## config.mk

```make
export PLATFORM = sky130hd
export DESIGN_NAME = alu_issue_arbiter_flat
export DESIGN_NICKNAME = d
export VERILOG_FILES = /design/src/rtl/alu_issue_if.sv /design/src/rtl/alu_issue_arbiter.sv /design/src/flat_wrapper.sv
export SDC_FILE = /design/constraint.sdc
export NUM_CORES = 1
export LEC_CHECK = 0
export ABC_AREA = 1
export ABC_CLOCK_PERIOD_IN_PS = 2400
export CORE_MARGIN = 2
export CORE_UTILIZATION = 45
export CTS_CLUSTER_SIZE = 25
export DETAILED_ROUTE_END_ITERATION = 16
export PLACE_DENSITY_LB_ADDON = 0.08
export SLEW_MARGIN = 20
export SYNTH_ARGS = -nofsm -noshare
export SYNTH_HDL_FRONTEND = slang
export SYNTH_SLANG_ARGS = --single-unit
```

## constraint.sdc

```tcl
create_clock -name clk -period 2.4 [get_ports clk]
set_clock_uncertainty 0.1 [all_clocks]
set_input_delay 0.36 -clock clk [delete_from_list [all_inputs] [get_ports clk]]
set_output_delay 0.36 -clock clk [all_outputs]
set_load 0.005 [all_outputs]
```

## src/rtl/alu_issue_if.sv

```systemverilog
// Request, ALU-drive and response signals that connect the shared-ALU issue arbiter
// to its two requesters, the ALU and the response consumer.
interface alu_issue_if #(
   parameter int DATA_WIDTH = 32
);
   logic                  req0_valid;
   logic                  req0_ready;
   logic [2:0]            req0_aluop;
   logic [4:0]            req0_func;
   logic [DATA_WIDTH-1:0] req0_a;
   logic [DATA_WIDTH-1:0] req0_b;

   logic                  req1_valid;
   logic                  req1_ready;
   logic [2:0]            req1_aluop;
   logic [4:0]            req1_func;
   logic [DATA_WIDTH-1:0] req1_a;
   logic [DATA_WIDTH-1:0] req1_b;

   logic                  alu_start;
   logic [2:0]            alu_op;
   logic [4:0]            alu_func;
   logic [DATA_WIDTH-1:0] alu_a;
   logic [DATA_WIDTH-1:0] alu_b;
   logic [DATA_WIDTH-1:0] alu_result;

   logic                  rsp_valid;
   logic                  rsp_ready;
   logic                  rsp_id;
   logic [DATA_WIDTH-1:0] rsp_result;

   modport slave (
      input  req0_valid, req0_aluop, req0_func, req0_a, req0_b,
      output req0_ready,
      input  req1_valid, req1_aluop, req1_func, req1_a, req1_b,
      output req1_ready,
      output alu_start, alu_op, alu_func, alu_a, alu_b,
      input  alu_result,
      output rsp_valid, rsp_id, rsp_result,
      input  rsp_ready
   );

   modport master (
      output req0_valid, req0_aluop, req0_func, req0_a, req0_b,
      input  req0_ready,
      output req1_valid, req1_aluop, req1_func, req1_a, req1_b,
      input  req1_ready,
      input  alu_start, alu_op, alu_func, alu_a, alu_b,
      output alu_result,
      input  rsp_valid, rsp_id, rsp_result,
      output rsp_ready
   );
endinterface

```

## src/rtl/alu_issue_arbiter.sv

```systemverilog
// Round-robin sharing of the execute-stage ALU between the integer pipeline (id 0)
// and the address/branch-target helper (id 1); one operation in flight at a time.
module alu_issue_arbiter #(
   parameter int DATA_WIDTH  = 32,
   parameter int ALU_LATENCY = 1
) (
   input  logic        clk,
   input  logic        rst_n,
   alu_issue_if.slave  bus
);

   typedef enum logic [1:0] {IDLE, EXEC, RESP} state_t;

   state_t                state_q, state_d;
   logic [3:0]            cnt_q;
   logic                  last_q;
   logic                  grant_id;
   logic                  ready0, ready1, accept;
   logic                  start_q;
   logic [2:0]            iss_op_q;
   logic [4:0]            iss_func_q;
   logic [DATA_WIDTH-1:0] iss_a_q, iss_b_q;
   logic                  rsp_id_q;
   logic [DATA_WIDTH-1:0] rsp_result_q;

   // Grant: a lone requester wins; on a tie, whoever was not granted last.
   always_comb begin
      grant_id = 1'b0;
      if (bus.req0_valid && bus.req1_valid)
         grant_id = ~last_q;
      else if (bus.req1_valid)
         grant_id = 1'b1;
   end

   assign ready0 = (state_q == IDLE) && bus.req0_valid && !grant_id;
   assign ready1 = (state_q == IDLE) && bus.req1_valid && grant_id;
   assign accept = ready0 || ready1;

   always_comb begin
      state_d = state_q;
      unique case (state_q)
         IDLE:    if (accept) state_d = EXEC;
         EXEC:    if (cnt_q == 4'd1) state_d = RESP;
         RESP:    if (bus.rsp_ready) state_d = IDLE;
         default: state_d = IDLE;
      endcase
   end

   always_ff @(posedge clk or negedge rst_n) begin
      if (!rst_n) begin
         state_q      <= IDLE;
         cnt_q        <= '0;
         last_q       <= 1'b1;
         start_q      <= 1'b0;
         iss_op_q     <= '0;
         iss_func_q   <= '0;
         iss_a_q      <= '0;
         iss_b_q      <= '0;
         rsp_id_q     <= 1'b0;
         rsp_result_q <= '0;
      end else begin
         state_q <= state_d;
         start_q <= accept;
         if (accept) begin
            iss_op_q   <= grant_id ? bus.req1_aluop : bus.req0_aluop;
            iss_func_q <= grant_id ? bus.req1_func  : bus.req0_func;
            iss_a_q    <= grant_id ? bus.req1_a     : bus.req0_a;
            iss_b_q    <= grant_id ? bus.req1_b     : bus.req0_b;
            rsp_id_q   <= grant_id;
            last_q     <= grant_id;
            cnt_q      <= 4'(ALU_LATENCY);
         end else if (state_q == EXEC) begin
            cnt_q <= cnt_q - 4'd1;
            if (cnt_q == 4'd1)
               rsp_result_q <= bus.alu_result;
         end
      end
   end

   // ALU sees the issued operation only while executing; NOP otherwise.
   assign bus.alu_start  = start_q;
   assign bus.alu_op     = (state_q == EXEC) ? iss_op_q   : 3'b000;
   assign bus.alu_func   = (state_q == EXEC) ? iss_func_q : 5'b00000;
   assign bus.alu_a      = (state_q == EXEC) ? iss_a_q    : '0;
   assign bus.alu_b      = (state_q == EXEC) ? iss_b_q    : '0;

   assign bus.req0_ready = ready0;
   assign bus.req1_ready = ready1;

   assign bus.rsp_valid  = (state_q == RESP);
   assign bus.rsp_id     = rsp_id_q;
   assign bus.rsp_result = rsp_result_q;

endmodule

```

## src/flat_wrapper.sv

```systemverilog
// flat-port wrapper written by rule: the top's interface ports become plain ports
module alu_issue_arbiter_flat 
#(
   parameter int DATA_WIDTH  = 32,
   parameter int ALU_LATENCY = 1
)
  (clk, rst_n, bus_req0_valid, bus_req0_aluop, bus_req0_func, bus_req0_a, bus_req0_b, bus_req0_ready, bus_req1_valid, bus_req1_aluop, bus_req1_func, bus_req1_a, bus_req1_b, bus_req1_ready, bus_alu_start, bus_alu_op, bus_alu_func, bus_alu_a, bus_alu_b, bus_alu_result, bus_rsp_valid, bus_rsp_id, bus_rsp_result, bus_rsp_ready);
  alu_issue_if #(.DATA_WIDTH(DATA_WIDTH)) bus_i ();
  input  logic clk;
  input  logic rst_n;
  input wire logic [$bits(bus_i.req0_valid)-1:0] bus_req0_valid;
  input wire logic [$bits(bus_i.req0_aluop)-1:0] bus_req0_aluop;
  input wire logic [$bits(bus_i.req0_func)-1:0] bus_req0_func;
  input wire logic [$bits(bus_i.req0_a)-1:0] bus_req0_a;
  input wire logic [$bits(bus_i.req0_b)-1:0] bus_req0_b;
  output wire logic [$bits(bus_i.req0_ready)-1:0] bus_req0_ready;
  input wire logic [$bits(bus_i.req1_valid)-1:0] bus_req1_valid;
  input wire logic [$bits(bus_i.req1_aluop)-1:0] bus_req1_aluop;
  input wire logic [$bits(bus_i.req1_func)-1:0] bus_req1_func;
  input wire logic [$bits(bus_i.req1_a)-1:0] bus_req1_a;
  input wire logic [$bits(bus_i.req1_b)-1:0] bus_req1_b;
  output wire logic [$bits(bus_i.req1_ready)-1:0] bus_req1_ready;
  output wire logic [$bits(bus_i.alu_start)-1:0] bus_alu_start;
  output wire logic [$bits(bus_i.alu_op)-1:0] bus_alu_op;
  output wire logic [$bits(bus_i.alu_func)-1:0] bus_alu_func;
  output wire logic [$bits(bus_i.alu_a)-1:0] bus_alu_a;
  output wire logic [$bits(bus_i.alu_b)-1:0] bus_alu_b;
  input wire logic [$bits(bus_i.alu_result)-1:0] bus_alu_result;
  output wire logic [$bits(bus_i.rsp_valid)-1:0] bus_rsp_valid;
  output wire logic [$bits(bus_i.rsp_id)-1:0] bus_rsp_id;
  output wire logic [$bits(bus_i.rsp_result)-1:0] bus_rsp_result;
  input wire logic [$bits(bus_i.rsp_ready)-1:0] bus_rsp_ready;
  assign bus_i.req0_valid = bus_req0_valid;
  assign bus_i.req0_aluop = bus_req0_aluop;
  assign bus_i.req0_func = bus_req0_func;
  assign bus_i.req0_a = bus_req0_a;
  assign bus_i.req0_b = bus_req0_b;
  assign bus_req0_ready = bus_i.req0_ready;
  assign bus_i.req1_valid = bus_req1_valid;
  assign bus_i.req1_aluop = bus_req1_aluop;
  assign bus_i.req1_func = bus_req1_func;
  assign bus_i.req1_a = bus_req1_a;
  assign bus_i.req1_b = bus_req1_b;
  assign bus_req1_ready = bus_i.req1_ready;
  assign bus_alu_start = bus_i.alu_start;
  assign bus_alu_op = bus_i.alu_op;
  assign bus_alu_func = bus_i.alu_func;
  assign bus_alu_a = bus_i.alu_a;
  assign bus_alu_b = bus_i.alu_b;
  assign bus_i.alu_result = bus_alu_result;
  assign bus_rsp_valid = bus_i.rsp_valid;
  assign bus_rsp_id = bus_i.rsp_id;
  assign bus_rsp_result = bus_i.rsp_result;
  assign bus_i.rsp_ready = bus_rsp_ready;
  alu_issue_arbiter #(.DATA_WIDTH(DATA_WIDTH), .ALU_LATENCY(ALU_LATENCY)) u_core (.clk(clk), .rst_n(rst_n), .bus(bus_i));
endmodule
```

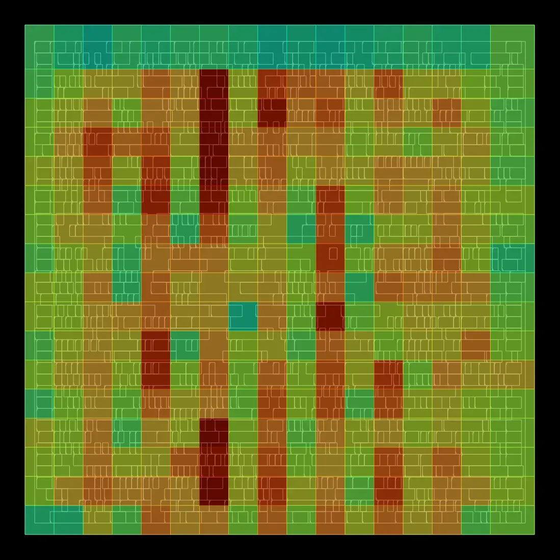
run_1/congestion_map.png
WL/cell: 13.9 um
GRT Util Overall: 26.1%
met1 GRT Util: 29.6%
GRT met2 Usage: 46.4%
met3 usage: 7.89%

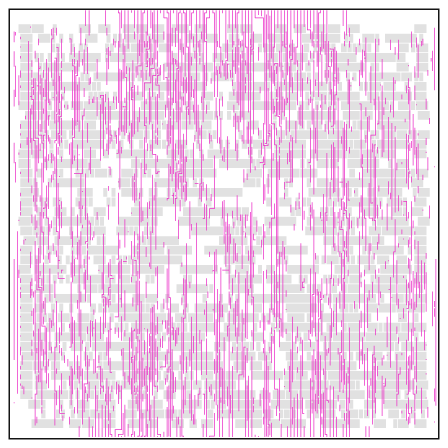
run_1/m2.png
Cells faint in the background.
The layer holds 50% of the routed length. The longest straight run is 51.7 um. 1005 nets have wire on it.
Via Count: 6256
routed wire length: 18800 um

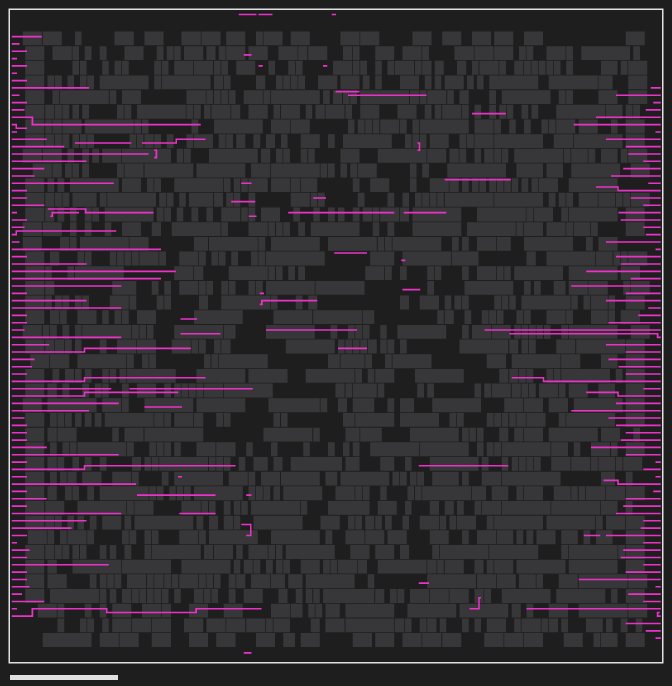
run_1/m3.png
Bar = 20 um. Cells faint in the background.
The wires run mostly horizontal. The layer carries 1640 um of wire.

[run 1: what timing repair did]
item | CTS | global route
resized | 3 | 8
hold endpoints to repair | 44 | 0
gates cloned | 0 | 0
hold buffers | 1 | 0
buffers inserted | 1 | 0
endpoints found under the setup margin | 72 | 22
[run 1: flip-flops by register name, indices dropped and copies added, names as in the netlist]
register and flops:
u_core.bus.alu_start 1, u_core.iss_a_q 32, u_core.bus.rsp_result 32, u_core.cnt_q 4, u_core.iss_b_q 32, u_core.iss_op_q 3, u_core.last_q 1, u_core.iss_func_q 5
u_core.bus.rsp_id 1, u_core.state_q 2
[run 1: layout make-up]
class,count,share of cell area (%)
Timing Repair Buffer,309,32.0
Inverter,111,4.23
Multi-Input combinational cell,608,26.2
Sequential cell,113,28.7
Tap cell,176,2.23
Clock inverter,11,1.85
Clock buffer,21,4.77
==> results.ini, run 1 <==
[status]
status=completed

[yosys]
synth.most_common_cell=nand2_1
ys_top_logic_family=simple AND/OR/NAND/NOR gates
synth_top_cell_by_area=dfrtp_1
synth_cells=886
numSynthFlops=113
yosys_cells=886
synthSimpleGateAreaFrac_pct=36.7

[route]
first_pass_iters=4
met3WireLength_um=1640

[clocking]
cts_buffers=17
cts_tree=yes
clkTransAtPathRegs_ns=0.05
cts.htree.levels=4

[final_timing]
min_period_ns=2.32
setup_violations=0
relSlewSlack_pct=56.3
setup_ws_ns=0.0772

[floorplan]
die-area_um2=14600
rows=42

[global_routing]
grt_max_degree=66
grt_pass1_vias=6066

[setup_path]
ff2ff_setup_slack_ns=0.65
max_stage_delay_ns=0.52
crit_family=buffers and inverters
rr_worst_depth=8
worstReg2RegEnd=u_core.iss_a_q[1]

[power]
p_int_mw=7.42
comb-power_mw=5.38
power_leakage_nw=5.14

[worst_hold_path]
hold_path_depth=3
hp-class=primary input to flip-flop
hold_start=bus_req1_valid

[finish]
drive_gt1_share_pct=7.76
syn2layout_area_growth_pct=60.3
finalNonFillerCells=1349
num-fill-cells=1104
final_cell_mix=nand2_1, clkdlybuf4s50_1, dfrtp_1

--- run 2 (diff from run 1) ---
Settings changed: CTS_CLUSTER_SIZE 25 to 30.
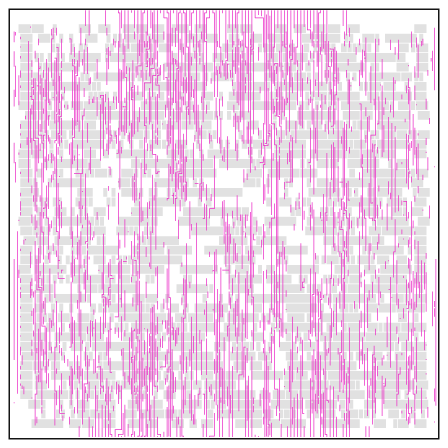
run_2/m2.png
Cells faint in the background.
The wires run mostly vertical. The layer holds 50% of the routed length. The longest straight run is 51.7 um.

==> run 2 against run 1 <==
Compared with the run above:
- cell count unchanged
- synthesized cell count stayed put
- cell area unchanged
- maximum frequency did not move
- via count unchanged
- combinational power is essentially flat
- hold slack stayed put
- sequential power is essentially flat
- critical endpoint unchanged
- largest cell class unchanged
- highest routed layer unchanged
==> results.ini, run 2 <==
[final_timing]
min_period_ns=2.32  ; unchanged
fin_crit_sh_pct=96.8  ; unchanged

[finish]
seq_share_pct=28.7  ; unchanged
buffers=309  ; unchanged
syn2layout_area_growth_pct=60.3  ; unchanged
clockBufferCount=21  ; unchanged
drive_gt1_share_pct=7.76  ; unchanged
dominant_cells=buffers  ; unchanged
nMultiInputCombCells=608  ; unchanged
nonClockInverterCount=111  ; unchanged
finalNonFillerCells=1349  ; unchanged
ff_count=113  ; unchanged
final_cell_mix=nand2_1, clkdlybuf4s50_1, dfrtp_1  ; unchanged
clk_share_pct=6.63  ; unchanged

[worst_hold_path]
hold_start=bus_req1_valid  ; unchanged
hold_path_depth=3  ; unchanged
hp-class=primary input to flip-flop  ; unchanged

[setup_path]
ff2ff_setup_slack_ns=0.65  ; about the same
cp-start-kind=flip-flop  ; unchanged
worstReg2RegEnd=u_core.iss_a_q[1]  ; unchanged
max_stage_delay_ns=0.52  ; about the same
crit_family=buffers and inverters  ; unchanged

[route]
wl_per_cell_um=13.9  ; unchanged
vias=6256  ; unchanged
wirelength_um=18800  ; unchanged

[floorplan]
rows=42  ; unchanged
nWellTaps=176  ; unchanged
die-area_um2=14600  ; unchanged

[power]
p_seq_mw=3.36  ; about the same
p_int_mw=7.42  ; unchanged
comb-power_mw=5.38  ; about the same
pwr-share-clk_pct=24.0  ; about the same

[yosys]
numSynthFlops=113  ; unchanged
synth_top_cell_by_area=dfrtp_1  ; unchanged
yosys_cells=886  ; unchanged
synth_cells=886  ; unchanged
synth.most_common_cell=nand2_1  ; unchanged

[status]
status=completed  ; unchanged

[placed_design]
place_inst=1315  ; unchanged

[global_routing]
grt_pass1_vias=6066  ; unchanged
grt_max_degree=66  ; unchanged
track_usage_pct=26.1  ; unchanged

[clocking]
cts_buffers=17  ; unchanged
clkTransAtPathRegs_ns=0.05  ; about the same

-- run 2: kinds of logic (layout without fill, tap and decap cells) --
family | after synthesis | in the layout | synth area share [%]
and+or+nand+nor | 570 | 570 | 36.7
adders and majority gates | 2 | 2 | 0.407
AOI/OAI and AO/OA | 36 | 36 | 4.50
DFF | 113 | 113 | 46.0
buffers and inverters | 165 | 452 | 12.4
-- run 2: what timing repair did --
action                                  4_1_cts  5_1_grt
hold endpoints to repair                     44        0
hold buffers                                  1        0
endpoints found under the setup margin       72       22
buffers inserted                              1        0
resized                                       3        8
-- run 2: metal layers --
| layer | track usage (%) | vias to the layer above |
|---|---|---|
| li1 | - | 3190 |
| met5 | 0 | - |
| met1 | 29.6 | 2818 |
| met2 | 46.4 | 223 |
| met4 | 9.16 | 0 |
| met3 | 7.89 | 25 |
Power is estimated from default activity; no workload was simulated.
